Figure 1. Gate-type map.
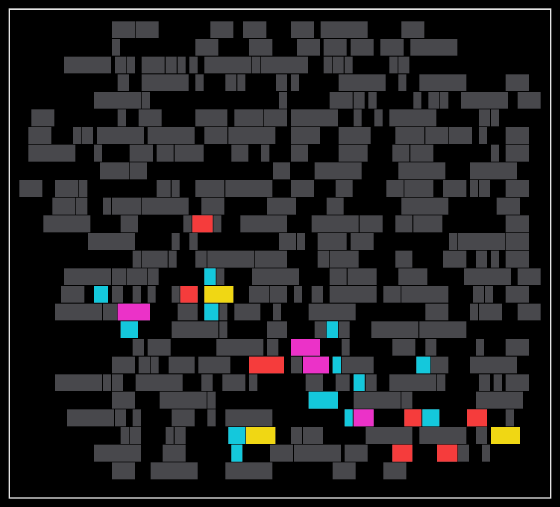
Figure 2. Sequential cells colored by netlist name.
Scale bar: 20 um. Other sequential cells in the stronger gray, the rest of the logic in the fainter gray.
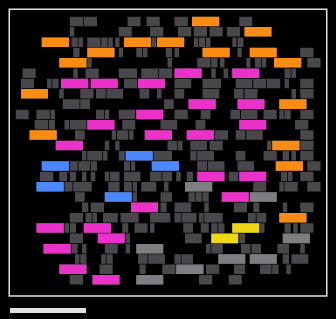
Figure 3. Signal wires on met3.
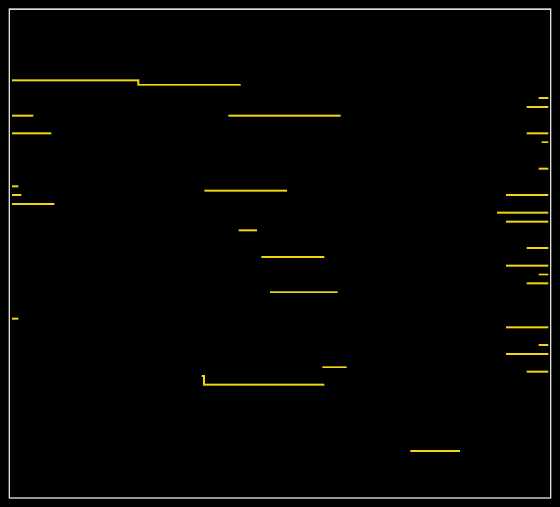
File: config.mk
export PLATFORM = sky130hd
export DESIGN_NAME = dac_spi_serializer
export DESIGN_NICKNAME = d
export VERILOG_FILES = /design/src/rtl/tones_dac_pkg.sv /design/src/rtl/dac_spi_clk_gen.sv /design/src/rtl/dac_spi_serializer.sv
export SDC_FILE = /design/constraint.sdc
export NUM_CORES = 1
export LEC_CHECK = 0
export CAP_MARGIN = 15
export CORE_ASPECT_RATIO = 0.9
export CORE_UTILIZATION = 40
export DETAILED_ROUTE_END_ITERATION = 8
export GPL_TIMING_DRIVEN = 0
export MAX_ROUTING_LAYER = met4
export SKIP_LAST_GASP = 1
export SYNTH_ARGS = -nofsm -noshare
export SYNTH_HDL_FRONTEND = slang
export SYNTH_SLANG_ARGS = --single-unit
File: constraint.sdc
create_clock -name clock_clk -period 2.3 [get_ports clock_clk]
set_input_delay 0.23 -clock clock_clk [delete_from_list [all_inputs] [get_ports clock_clk]]
set_output_delay 0.23 -clock clock_clk [all_outputs]
set_load 0.05 [all_outputs]
File: src/rtl/tones_dac_pkg.sv
// Shared types and frame geometry for the DAC SPI serializer.
package tones_dac_pkg;

    typedef enum logic [1:0] {IDLE, SHIFT, GAP} state_t;

    localparam int unsigned FRAME_BITS = 24;
    localparam int unsigned SAMPLE_W   = 16;
    localparam int unsigned CTRL_W     = 8;

    localparam logic [CTRL_W-1:0] DEFAULT_CTRL_WORD = 8'h00;

endpackage

File: src/rtl/dac_spi_clk_gen.sv
// SPI clock divider: idles high, toggles every CLK_DIV system clocks while enabled.
module dac_spi_clk_gen #(
    parameter int unsigned CLK_DIV = 4
) (
    input  logic clk,
    input  logic rst_n,
    input  logic en,
    output logic spi_clk,
    output logic rise_tick,
    output logic fall_tick
);

    localparam int unsigned CW = (CLK_DIV > 1) ? $clog2(CLK_DIV) : 1;
    localparam logic [CW-1:0] TERM = CW'(CLK_DIV - 1);

    logic [CW-1:0] div_cnt;
    logic          tick;

    assign tick      = en && (div_cnt == TERM);
    assign rise_tick = tick && !spi_clk;
    assign fall_tick = tick && spi_clk;

    always_ff @(posedge clk) begin
        if (!rst_n || !en) begin
            div_cnt <= '0;
            spi_clk <= 1'b1;
        end else if (tick) begin
            div_cnt <= '0;
            spi_clk <= ~spi_clk;
        end else begin
            div_cnt <= div_cnt + 1'b1;
        end
    end

endmodule

File: src/rtl/dac_spi_serializer.sv
// Serializes 16-bit samples into 24-bit SYNC-framed SPI writes for a DAC8551-class DAC.
module dac_spi_serializer
    import tones_dac_pkg::*;
#(
    parameter int unsigned       CLK_DIV   = 4,
    parameter int unsigned       SYNC_IDLE = 4,
    parameter logic [CTRL_W-1:0] CTRL_WORD = DEFAULT_CTRL_WORD
) (
    input  logic                clock_clk,
    input  logic                reset_reset_n,
    input  logic [SAMPLE_W-1:0] sample_data,
    input  logic                sample_valid,
    output logic                sample_ready,
    output logic                spi_data,
    output logic                spi_clk,
    output logic                spi_sync,
    output logic                frame_done,
    output logic [SAMPLE_W-1:0] dac_out_data
);

    localparam int unsigned GW = (SYNC_IDLE > 1) ? $clog2(SYNC_IDLE) : 1;

    state_t                  state;
    logic [FRAME_BITS-1:0]   shift_reg;
    logic [4:0]              bit_cnt;
    logic [GW-1:0]           gap_cnt;
    logic                    rise_tick;
    logic                    fall_tick;

    assign sample_ready = (state == IDLE);

    dac_spi_clk_gen #(
        .CLK_DIV(CLK_DIV)
    ) u_clk_gen (
        .clk      (clock_clk),
        .rst_n    (reset_reset_n),
        .en       (state == SHIFT),
        .spi_clk  (spi_clk),
        .rise_tick(rise_tick),
        .fall_tick(fall_tick)
    );

    always_ff @(posedge clock_clk) begin
        if (!reset_reset_n) begin
            state        <= IDLE;
            shift_reg    <= '0;
            bit_cnt      <= '0;
            gap_cnt      <= '0;
            spi_data     <= 1'b0;
            spi_sync     <= 1'b1;
            frame_done   <= 1'b0;
            dac_out_data <= '0;
        end else begin
            frame_done <= 1'b0;
            case (state)
                IDLE: begin
                    if (sample_valid) begin
                        shift_reg    <= {CTRL_WORD, sample_data};
                        dac_out_data <= sample_data;
                        bit_cnt      <= 5'(FRAME_BITS - 1);
                        spi_sync     <= 1'b0;
                        spi_data     <= CTRL_WORD[CTRL_W-1];
                        state        <= SHIFT;
                    end
                end
                SHIFT: begin
                    // Data only moves on the rising SCLK edge, keeping it stable around each fall.
                    if (rise_tick) begin
                        if (bit_cnt != '0) begin
                            shift_reg <= {shift_reg[FRAME_BITS-2:0], 1'b0};
                            spi_data  <= shift_reg[FRAME_BITS-2];
                            bit_cnt   <= bit_cnt - 1'b1;
                        end else begin
                            spi_sync   <= 1'b1;
                            spi_data   <= 1'b0;
                            frame_done <= 1'b1;
                            gap_cnt    <= GW'(SYNC_IDLE - 1);
                            state      <= GAP;
                        end
                    end
                end
                GAP: begin
                    if (gap_cnt == '0) state <= IDLE;
                    else               gap_cnt <= gap_cnt - 1'b1;
                end
                default: state <= IDLE;
            endcase
        end
    end

    // The DAC samples on SCLK falls, which must only happen inside an active frame.
    a_fall_in_frame: assert property (@(posedge clock_clk) disable iff (!reset_reset_n)
        fall_tick |-> !spi_sync);

endmodule

==> flow_summary.json <==
{
  "clock.latency.late_pin_ns": 0.31,
  "largestClassByArea": "multi-input combinational cells",
  "endpoint": "shift_reg[5]$_SDFFE_PN0P_",
  "die_x_um": 83.2,
  "hold_path.class": "flip-flop to flip-flop",
  "antennaDiodeCount": 0,
  "crit_path_end_kind": "flip-flop",
  "ys_seq_share_pct": 45.5,
  "clock_path_buffers": 2,
  "num_vias": 1946,
  "worstHoldEndpoint": "u_clk_gen.div_cnt[0]$_SDFF_PP0_",
  "synth.top_cell.area_share_pct": 45.5,
  "fin_tns_setup_ns": 0,
  "cts_resized": 0,
  "grt_pass1_wl_mm": 8.67,
  "period_needed_ns": 1.95,
  "async_reset_ff_share_pct": 0,
  "use_met1_pct": 24.7,
  "critPathMaxFanout": 10,
  "root_buffer": "clkbuf_8",
  "nNonClkBuffers": 62,
  "core-area_sq_um": 5690,
  "fin_nets": 315,
  "fin_ws_ns": 0.354,
  "grt_antenna_before_repair": 0,
  "ys_cells": 247,
  "powerComb_uw": 387,
  "synth-edff-count": 0,
  "r2r-end": "shift_reg[5]$_SDFFE_PN0P_",
  "p_per_area_nw_per_um2": 651,
  "wl_met2_mm": 2.27,
  "drt_iter0_drc": 84,
  "area_leaders": "dfxtp_1 45%, mux2i_1 9.3%, a211oi_2 7.9%, nand2_1 6.8%, a211oi_1 5.1%",
  "wl_met1_mm": 2.82,
  "routed.top_layer": "met4",
  "via_per_inst": 5.36,
  "cts_tree": "yes",
  "crit_chain": "inv_1 > ha_1 > or4b_4 > buf_6 > buf_2 > a211oi_1 > a211oi_2",
  "p_clk_share_pct": 26.8,
  "syn_area_sq_um": 2380,
  "yosys.area.top_type": "dfxtp_1",
  "fp_util_pct": 41.7,
  "nNonClkInverters": 5,
  "p_seq_share_pct": 52.9,
  "dp_hpwl_mm": 3.72,
  "arrival_ns": 2.11,
  "ys_warn_count": 0,
  "cp_slowest_cell": "or4b_4",
  "tightest_slew_ns": 0.757,
  "path_buffers": 3,
  "regToRegSetupSlack_ns": 0.35,
  "final_cell_mix": "54 x dfxtp_1, 43 x nand2_1, 39 x clkdlybuf4s50_1, 22 x mux2i_1, 21 x a21oi_1",
  "post-cts-setup-buffers": 0,
  "rr_worst_depth": 7,
  "drt.antenna.violating_nets": 0,
  "clk_pin_slew_ns": 0.09,
  "status": "finished clean",
  "fmax_ghz": 0.514,
  "synth.most_common_cell": "dfxtp_1",
  "yosysChipArea_sq_um": 2380,
  "p_seq_mw": 1.01,
  "fp_nets": 269,
  "setup_violations": 0,
  "critPathKind": "flip-flop to flip-flop",
  "layout.area.seq_sq_um": 1080,
  "pg_clk_uw": 511,
  "portBuffers": 39,
  "grt_max_degree": 15,
  "area_growth_syn_to_layout_pct": 23.3,
  "final_common_cell": "dfxtp_1",
  "dr.pass1.iters": 4,
  "nMultiInputCombCells": 165,
  "worst-path-stages": 7,
  "synth.distinct_cells": 39,
  "drv_cap": 0,
  "fin_crit_sh_pct": 84.6,
  "taps": 70,
  "buffer_area_share_pct": 17.4,
  "drcViolationCount": 0,
  "min_path_cells": 1,
  "synth-seq-cells": 54,
  "worstHoldStart": "u_clk_gen.div_cnt[0]$_SDFF_PP0_",
  "cp_top_family": "simple AND/OR/NAND/NOR gates"
}
About Figure 1:
[magenta] and/or cells | cells: 4
[yellow] fa/ha/maj cells | cells: 3
[cyan] nor cells | cells: 13
[red] non-inverting ao/oa cells | cells: 7

About Figure 2:
[magenta] shift_reg | placed flops: 23
[yellow] state | placed flops: 2
[orange] dac_out_data | placed flops: 16
[blue] bit_cnt | placed flops: 5
not colored: 8

About Figure 3:
main direction: horizontal
wire length on this layer: 195 um
longest straight run: 19.3 um
share of all routed wire: 3.6%

through the flow:
stage,area [sq um],util (%),hold WS [ns],total power [mW]
floorplan,2380,-,0.366,1.30
global placement,2850,50.1,0.422,1.42
global route,2930,51.5,0.465,2.00
finish,2930,51.5,0.432,1.91
detailed placement,2850,50.1,0.426,1.42
CTS,2930,51.5,0.440,1.92
logic make-up (layout without fill, tap and decap cells):
| family | Yosys count | count (layout) | synth area share (%) |
|---|---|---|---|
| compound gates | 67 | 67 | 22.6 |
| xor+xnor | 1 | 1 | 0.369 |
| fa+ha+maj | 3 | 3 | 1.58 |
| buf+inv | 28 | 74 | 5.85 |
| flops | 54 | 54 | 45.5 |
| mux | 22 | 22 | 9.27 |
| simple gates | 72 | 72 | 14.8 |
No activity file was given, so power comes from the tool's default toggle rates.
